**Run 1: metal 1**

Bar = 20 um. Cells faint in the background.
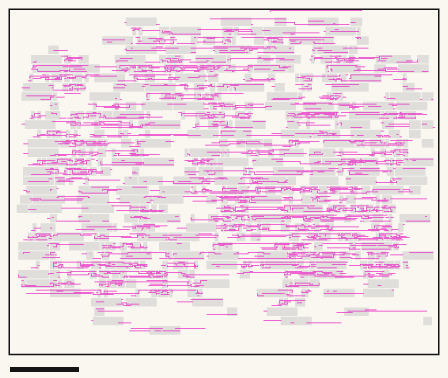
**Run 1: signal wires on met2**

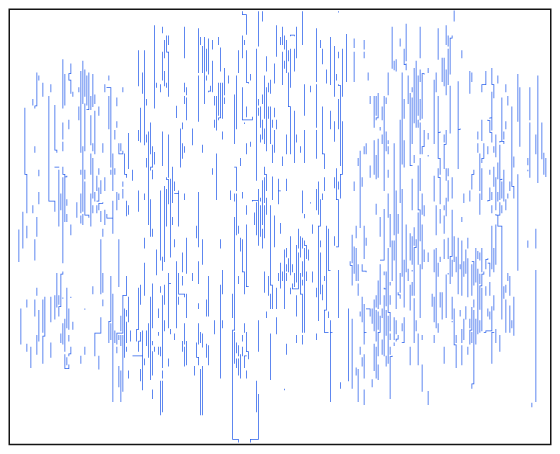
**Run 1: met3 routing**

Bar = 20 um.
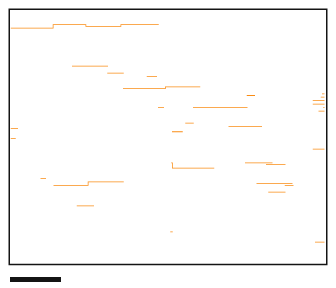
[src/rtl/stopwatch_pkg.sv]
// Shared constants for the stopwatch controller: FSM encoding and BCD digit helpers.
package stopwatch_pkg;

  localparam int BCD_W = 4;

  localparam logic [1:0] ST_IDLE  = 2'd0;
  localparam logic [1:0] ST_RUN   = 2'd1;
  localparam logic [1:0] ST_PAUSE = 2'd2;

  localparam logic [BCD_W-1:0] BCD_MAX = 4'd9;

  // Next value of a single decimal digit; 9 rolls over to 0.
  function automatic logic [BCD_W-1:0] bcd_inc(input logic [BCD_W-1:0] d);
    return (d == BCD_MAX) ? '0 : d + 4'd1;
  endfunction

endpackage

[src/rtl/key_debounce.sv]
// Raw active-low key -> 2-flop synchroniser -> stability debouncer -> one-cycle press strobe.
module key_debounce #(
  parameter int DEBOUNCE_CYC = 240000
) (
  input  logic clk,
  input  logic rst_n,
  input  logic key_raw,
  output logic press
);

  localparam int CW = (DEBOUNCE_CYC > 2) ? $clog2(DEBOUNCE_CYC) : 1;
  localparam logic [CW-1:0] CNT_LAST = CW'(DEBOUNCE_CYC - 1);

  logic          sync_q1;
  logic          sync_q2;
  logic          level;
  logic [CW-1:0] cnt;

  always_ff @(posedge clk or negedge rst_n) begin
    if (!rst_n) begin
      sync_q1 <= 1'b1;
      sync_q2 <= 1'b1;
    end else begin
      sync_q1 <= key_raw;
      sync_q2 <= sync_q1;
    end
  end

  // cnt counts consecutive samples that disagree with the accepted level;
  // any agreeing sample restarts the count, so bounces never get through.
  always_ff @(posedge clk or negedge rst_n) begin
    if (!rst_n) begin
      cnt   <= '0;
      level <= 1'b1;
      press <= 1'b0;
    end else begin
      press <= 1'b0;
      if (sync_q2 == level) begin
        cnt <= '0;
      end else if (cnt == CNT_LAST) begin
        cnt   <= '0;
        level <= sync_q2;
        press <= ~sync_q2;
      end else begin
        cnt <= cnt + CW'(1);
      end
    end
  end

endmodule

[src/rtl/stopwatch_ctrl.sv]
// Stopwatch controller: debounced run/lap/clear keys, IDLE/RUN/PAUSE FSM,
// tick prescaler and a DIGITS-wide BCD counter with an optional lap freeze.
module stopwatch_ctrl
  import stopwatch_pkg::*;
#(
  parameter int DIGITS       = 2,
  parameter int TICK_DIV     = 12000000,
  parameter int DEBOUNCE_CYC = 240000,
  parameter int WRAP         = 1
) (
  input  logic                    clk,
  input  logic                    rst_n,
  input  logic                    key_run,
  input  logic                    key_lap,
  input  logic                    key_clr,
  output logic [BCD_W*DIGITS-1:0] bcd_out,
  output logic                    running,
  output logic                    lap_hold,
  output logic                    wrap_pulse,
  output logic [1:0]              state_dbg
);

  localparam int PW = (TICK_DIV > 2) ? $clog2(TICK_DIV) : 1;
  localparam logic [PW-1:0] PRESC_LAST = PW'(TICK_DIV - 1);

  logic                    run_p;
  logic                    lap_p;
  logic                    clr_p;
  logic [1:0]              state;
  logic [1:0]              state_next;
  logic [PW-1:0]           presc;
  logic                    tick;
  logic [DIGITS:0]         carry;
  logic [BCD_W*DIGITS-1:0] count;
  logic                    saturate;
  logic                    clr_all;

  key_debounce #(.DEBOUNCE_CYC(DEBOUNCE_CYC)) u_deb_run (
    .clk(clk), .rst_n(rst_n), .key_raw(key_run), .press(run_p)
  );
  key_debounce #(.DEBOUNCE_CYC(DEBOUNCE_CYC)) u_deb_lap (
    .clk(clk), .rst_n(rst_n), .key_raw(key_lap), .press(lap_p)
  );
  key_debounce #(.DEBOUNCE_CYC(DEBOUNCE_CYC)) u_deb_clr (
    .clk(clk), .rst_n(rst_n), .key_raw(key_clr), .press(clr_p)
  );

  assign tick     = (state == ST_RUN) && (presc == PRESC_LAST);
  assign carry[0] = tick;
  // carry out of the top digit means the count was all-9s on this tick
  assign saturate = (WRAP == 0) && carry[DIGITS];

  always_comb begin
    state_next = state;
    case (state)
      ST_IDLE:  if (run_p) state_next = ST_RUN;
      ST_RUN:   if (run_p || saturate) state_next = ST_PAUSE;
      ST_PAUSE: begin
        if (clr_p)      state_next = ST_IDLE;
        else if (run_p) state_next = ST_RUN;
      end
      default:  state_next = ST_IDLE;
    endcase
  end

  assign clr_all = (state_next == ST_IDLE);

  always_ff @(posedge clk or negedge rst_n) begin
    if (!rst_n) state <= ST_IDLE;
    else        state <= state_next;
  end

  always_ff @(posedge clk or negedge rst_n) begin
    if (!rst_n)               presc <= '0;
    else if (clr_all)         presc <= '0;
    else if (state == ST_RUN) presc <= tick ? '0 : presc + PW'(1);
  end

  for (genvar i = 0; i < DIGITS; i++) begin : g_digit
    logic [BCD_W-1:0] digit_q;

    assign carry[i+1]                  = carry[i] && (digit_q == BCD_MAX);
    assign count[i*BCD_W +: BCD_W]     = digit_q;

    always_ff @(posedge clk or negedge rst_n) begin
      if (!rst_n)                    digit_q <= '0;
      else if (clr_all)              digit_q <= '0;
      else if (carry[i] && !saturate) digit_q <= bcd_inc(digit_q);
    end
  end

  always_ff @(posedge clk or negedge rst_n) begin
    if (!rst_n) wrap_pulse <= 1'b0;
    else        wrap_pulse <= carry[DIGITS];
  end

  // Lap toggles only while running; in PAUSE it can only release the freeze.
  always_ff @(posedge clk or negedge rst_n) begin
    if (!rst_n)                          lap_hold <= 1'b0;
    else if (clr_all)                    lap_hold <= 1'b0;
    else if (lap_p && state == ST_RUN)   lap_hold <= ~lap_hold;
    else if (lap_p && state == ST_PAUSE) lap_hold <= 1'b0;
  end

  always_ff @(posedge clk or negedge rst_n) begin
    if (!rst_n)         bcd_out <= '0;
    else if (clr_all)   bcd_out <= '0;
    else if (!lap_hold) bcd_out <= count;
  end

  assign running   = (state == ST_RUN);
  assign state_dbg = state;

endmodule

[config.mk]
export PLATFORM = sky130hd
export DESIGN_NAME = stopwatch_ctrl
export DESIGN_NICKNAME = d
export VERILOG_FILES = /design/src/rtl/stopwatch_pkg.sv /design/src/rtl/key_debounce.sv /design/src/rtl/stopwatch_ctrl.sv
export SDC_FILE = /design/constraint.sdc
export NUM_CORES = 1
export LEC_CHECK = 0
export CAP_MARGIN = 20
export CORE_ASPECT_RATIO = 0.8
export CORE_UTILIZATION = 45
export CTS_CLUSTER_DIAMETER = 30
export CTS_CLUSTER_SIZE = 12
export DETAILED_ROUTE_END_ITERATION = 16
export PLACE_DENSITY = 0.62
export SLEW_MARGIN = 20
export SYNTH_ARGS = -nofsm -noshare
export SYNTH_HDL_FRONTEND = slang
export SYNTH_SLANG_ARGS = --single-unit
[constraint.sdc]
create_clock -name clk -period 2.1 [get_ports clk]
set_input_delay 0.42 -clock clk [delete_from_list [all_inputs] [get_ports clk]]
set_output_delay 0.42 -clock clk [all_outputs]
set_load 0.01 [all_outputs]
==> impl_metrics.ini, run 1 <==
; implementation run metrics
[setup_path]
crit_path_start = state_dbg[0]
cp.arrival_ps = 1600
end_kind = primary output
crit_family = buffers and inverters

[final_timing]
max_slew_margin_pct = 64.9
slew_violations = 0
fin_ws_ps = 82.0
hold_slack_ps = 19.0

[power_and_ir_drop]
swShare_pct = 21.8
p_seq_share_pct = 54.1
power.density_nw_per_um2 = 645

[synth]
synth_flops = 110
topCellsByArea = dfrtp_1 (47%), nor2_1 (7.0%), xnor2_1 (5.5%)
yosysCellCount = 542
synth_area_um2 = 5400
compound_area_share_pct = 4.17
yosys.stat.seqShare_pct = 51.2
synth_top_area_share_pct = 46.8
flop_cell = dfrtp_1
top_cells_by_count = dfrtp_1 (101), nor2_1 (101), nand2_1 (42)
syn_area_per_cell_um2 = 9.96

[floorplan]
die_w_um = 124
fp_util_pct = 46.5

[clock_tree]
holdBufCountCts = 0
cts_buffers = 9
cts_tree = done

[cells_and_area]
fin_cells = 727
diodes = 0
logic_area_um2 = 2520
flop-count = 110

[global_routing]
grt_pass1_wl_um = 18300

[drt]
antenna_left = 0
wire_per_inst_um = 13.9
drt_wl_total_um = 10100

[run_status]
status = finished, final reports clean

[placement]
placed_cell_area_um2 = 5870
place_inst = 711
port_buffers = 17

[run]
warning_count = 28
About 'metal 1':
- longest straight run: 30.4 um
- nets with wire on the layer: 539
- wire length on this layer: 5120 um

About 'signal wires on met2':
- share of all routed wire: 45%
- nets with wire on the layer: 481

About 'met3 routing':
- main direction: horizontal
- wire length on this layer: 284 um
- longest straight run: 21.2 um
- share of all routed wire: 2.8%

## run 1: flip-flops by register name, indices dropped and copies added, names as in the netlist
| signal | count |
|---|---|
| lap_hold | 1 |
| u_deb_run.sync_q1 | 1 |
| u_deb_run.sync_q2 | 1 |
| u_deb_lap.level | 1 |
| u_deb_clr.cnt | 18 |
| u_deb_run.cnt | 18 |
| u_deb_clr.sync_q2 | 1 |
| presc | 24 |
| u_deb_lap.sync_q1 | 1 |
| state_dbg | 2 |
| wrap_pulse | 1 |
| u_deb_clr.level | 1 |
| u_deb_run.level | 1 |
| u_deb_clr.press | 1 |
| u_deb_run.press | 1 |
| u_deb_clr.sync_q1 | 1 |
| u_deb_lap.cnt | 18 |
| bcd_out | 8 |
| g_digit.digit_q | 8 |
| u_deb_lap.sync_q2 | 1 |
| u_deb_lap.press | 1 |
==> run 1 -> run 2 <==
Settings changed: GPL_TIMING_DRIVEN set to 0.
**Run 2: metal 1**

Bar = 20 um. Cells faint in the background.
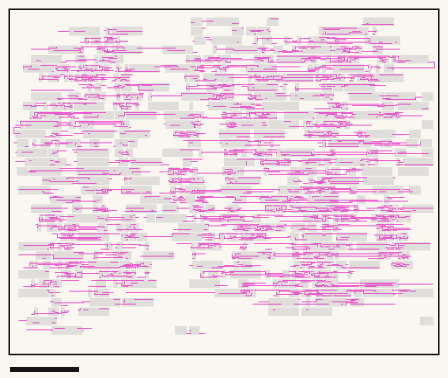
- main direction: horizontal
- wire length on this layer: 5220 um
- longest straight run: 32.9 um
- nets with wire on the layer: 539
- share of all routed wire: 48%

**Run 2: drive-strength map**

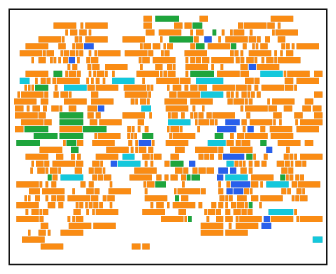
- _2 cells: green (cells 31)
- _3 and _4 cells: blue (cells 21)
- _0 and _1 cells: orange (cells 510)
- _6 and larger: cyan (cells 17)

==> run 2 against run 1 <==
Compared with the run above: power about the same; setup slack worse by 10 ps; area after synthesis unchanged; non-clock buffer count did not move; fmax down 0.50%; core utilization is essentially flat; global-route usage up 0.63 points; largest power group unchanged; highest routed layer unchanged.
==> impl_metrics.ini, run 2 <==
; implementation run metrics
[drt]
antenna_left = 0
drt_iter0_drc = 200
wire_per_inst_um = 14.8
via_count = 3970
drt_wl_total_um = 10800

[setup_path]
cp.arrival_ps = 2310
cp-start-kind = flop
reg2reg_depth = 5
end_kind = flop
crit_path_start = presc[14]
crit_family = simple AND/OR/NAND/NOR gates

[cells_and_area]
flop-count = 110
lay_top_count = nor2_1
comb_cells = 405
fin_area_um2 = 6190
logic_area_um2 = 2570
fin_cells = 727
largest_reg_flops = 24
area_growth_pct = 14.6
regMostFlops = presc
clkCellAreaFrac_pct = 4.83
final_layout_top_logic_cells = nor2_1 (101), dfrtp_1 (100), nand2_1 (42)

[floorplan]
fp_util_pct = 46.5
die_w_um = 124

[synth]
syn_area_per_cell_um2 = 9.96
yosys.stat.seqShare_pct = 51.2
ys_warn_count = 0
ys_sh_mux_pct = 2.32
edf_count = 0
top_cells_by_count = dfrtp_1 (101), nor2_1 (101), nand2_1 (42)
synth_top_area_share_pct = 46.8
yosysCellCount = 542
compound_area_share_pct = 4.17
synth_area_um2 = 5400
flop_cell = dfrtp_1
topCellsByArea = dfrtp_1 (47%), nor2_1 (7.0%), xnor2_1 (5.5%)
synth_flops = 110

[final_timing]
tightest_slew_ps = 735
fin_ws_ps = 71.9
hold_slack_ps = 2.46
max_slew_margin_pct = 50.8
slew_violations = 0
timing.final.hold_violations = 0

[power_and_ir_drop]
power.density_nw_per_um2 = 644

[placement]
placed_cell_area_um2 = 5780
dp_hpwl_um = 7390
port_buffers = 17
place_inst = 708

[clock_tree]
holdBufCountCts = 0
cts_buffers = 9
cts_tree = done
clock_latency_ps = 350

[run]
warning_count = 28

[run_status]
status = finished, final reports clean

[global_routing]
grt_pass1_wl_um = 18700
grt_overflow_total = 0
## run 2: cell count changes in the layout (fill, tap and decap cells not counted), moves of 3 or more
cell / previous run / this run
buf_2: 0 / 4
inv_6: 4 / 1
buf_4: 16 / 7
clkinvlp_4: 0 / 3
buf_12: 5 / 0
clkbuf_1: 0 / 4
buf_6: 0 / 3
## run 2: power by group
| part | switching (uW) | internal (uW) | leakage (uW) |
|---|---|---|---|
| clock network | 789 | 932 | 0.000135 |
| registers | 17.9 | 2140 | 0.00150 |
| logic | 73.7 | 35.3 | 0.000915 |
| total | 880 | 3110 | 0.00255 |
==> run 2 -> run 3 <==
Settings changed: ABC_CLOCK_PERIOD_IN_PS set to 2100, GPL_ROUTABILITY_DRIVEN set to 0.
**Run 3: met3 routing**

Bar = 20 um.
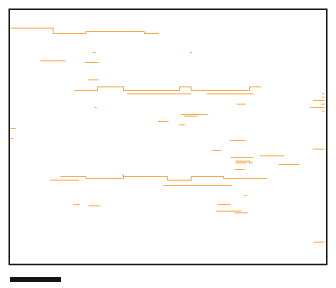
Via Count: 3970
DRT Wirelength: 10800 um
met3 GRT Util: 5.33%

**Run 3: metal 1**

Bar = 20 um. Cells faint in the background.
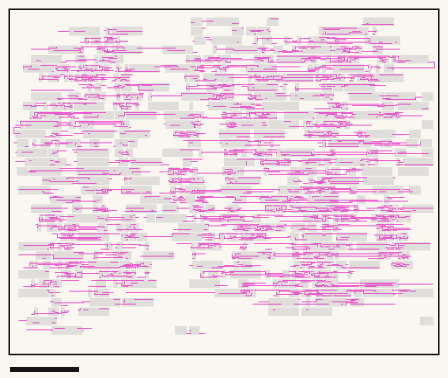
- wire length on this layer: 5220 um
- main direction: horizontal
- share of all routed wire: 48%
- nets with wire on the layer: 539

==> run 3 against run 2 <==
Compared with the run above: sequential cell count stayed put; clock skew stayed put; clock power hardly changed; hold slack unchanged; synthesized cell count unchanged; setup slack unchanged; core utilization stayed put; largest cell class unchanged; largest power group unchanged.
==> impl_metrics.ini, run 3 <==
; implementation run metrics
[synth]
yosys.stat.seqShare_pct = 51.2
synth_top_area_share_pct = 46.8
top_cells_by_count = dfrtp_1 (101), nor2_1 (101), nand2_1 (42)
topCellsByArea = dfrtp_1 (47%), nor2_1 (7.0%), xnor2_1 (5.5%)
flop_cell = dfrtp_1
ys_warn_count = 0
edf_count = 0
simple_gate_share_pct = 27.4
synth_area_um2 = 5400
yosysCellCount = 542
compound_area_share_pct = 4.17
ys_sh_mux_pct = 2.32
syn_area_per_cell_um2 = 9.96

[cells_and_area]
clkCellAreaFrac_pct = 4.83
regMostFlops = presc
diodes = 0
largest_reg_flops = 24
fin_cells = 727
area_share_nonclk_buffers_pct = 5.30
drive_gt1_share_pct = 11.9
num-nonclk-inverters = 11
comb_cells = 405
largest_class = sequential cells
fin_area_um2 = 6190
flop-count = 110
final_layout_top_logic_cells = nor2_1 (101), dfrtp_1 (100), nand2_1 (42)
logic_area_um2 = 2570

[power_and_ir_drop]
intPower_uw = 3110
top_power_group = registers
power.density_nw_per_um2 = 644
comb_power_share_pct = 2.7
p_seq_share_pct = 54.1
swShare_pct = 22.1
pg_comb_uw = 109
seq_power_uw = 2160
pwr-share-clk_pct = 43.1

[final_timing]
tightest_slew_ps = 735
hold_slack_ps = 2.46
timing.final.hold_violations = 0
max_slew_margin_pct = 50.8
slew_violations = 0

[global_routing]
grt_pass1_vias = 3881
grt_pass1_wl_um = 18700
grt_overflow_total = 0

[setup_path]
cp.arrival_ps = 2310
end_kind = flop
worstPathCellList = or4_4 -> nor2_8 -> nand4_4 -> or4b_1 -> a21oi_1
reg2reg_slack_ps = 70
crit_fanout = 8
cp-start-kind = flop
reg2reg_depth = 5

[floorplan]
die_w_um = 124
pin_count = 18
fp_util_pct = 46.5

[run_status]
status = finished, final reports clean

[clock_tree]
cts_buffers = 9
holdBufCountCts = 0
clk_pin_slew_ps = 70
cts_buffer_depth = 2
clock_latency_ps = 350
cts_tree = done

[placement]
port_buffers = 17
dp_hpwl_um = 7390
placed_cell_area_um2 = 5780
place_inst = 708

[drt]
wire_per_inst_um = 14.8
drt_iter0_drc = 200

[run]
warning_count = 28
run 3: what timing repair did:
| action | 4_1_cts | 5_1_grt |
|---|---|---|
| pin swaps | 2 | 3 |
| resized | 8 | 12 |
| buffers inserted | 0 | 5 |
| endpoints found under the setup margin | 42 | 53 |
run 3: how the worst max path moves through the flow:
stage                   start                     to  depth (start not counted)
floorplan           presc[19]              presc[16]                          6
CTS                  presc[0]              presc[16]                          7
detailed placement  presc[19]              presc[16]                          6
global placement        rst_n      u_deb_clr.cnt[12]                          1
global route        presc[14]  g_digit[1].digit_q[2]                          5
finish              presc[14]  g_digit[1].digit_q[2]                          5
run 3: critical path: cells and delay by family (launching register included):
kind | cells | cell delay, ps
AOI/OAI and AO/OA | 1 | 150
and+or+nand+nor | 4 | 1380
DFF | 1 | 420
Power is estimated from default activity; no workload was simulated.
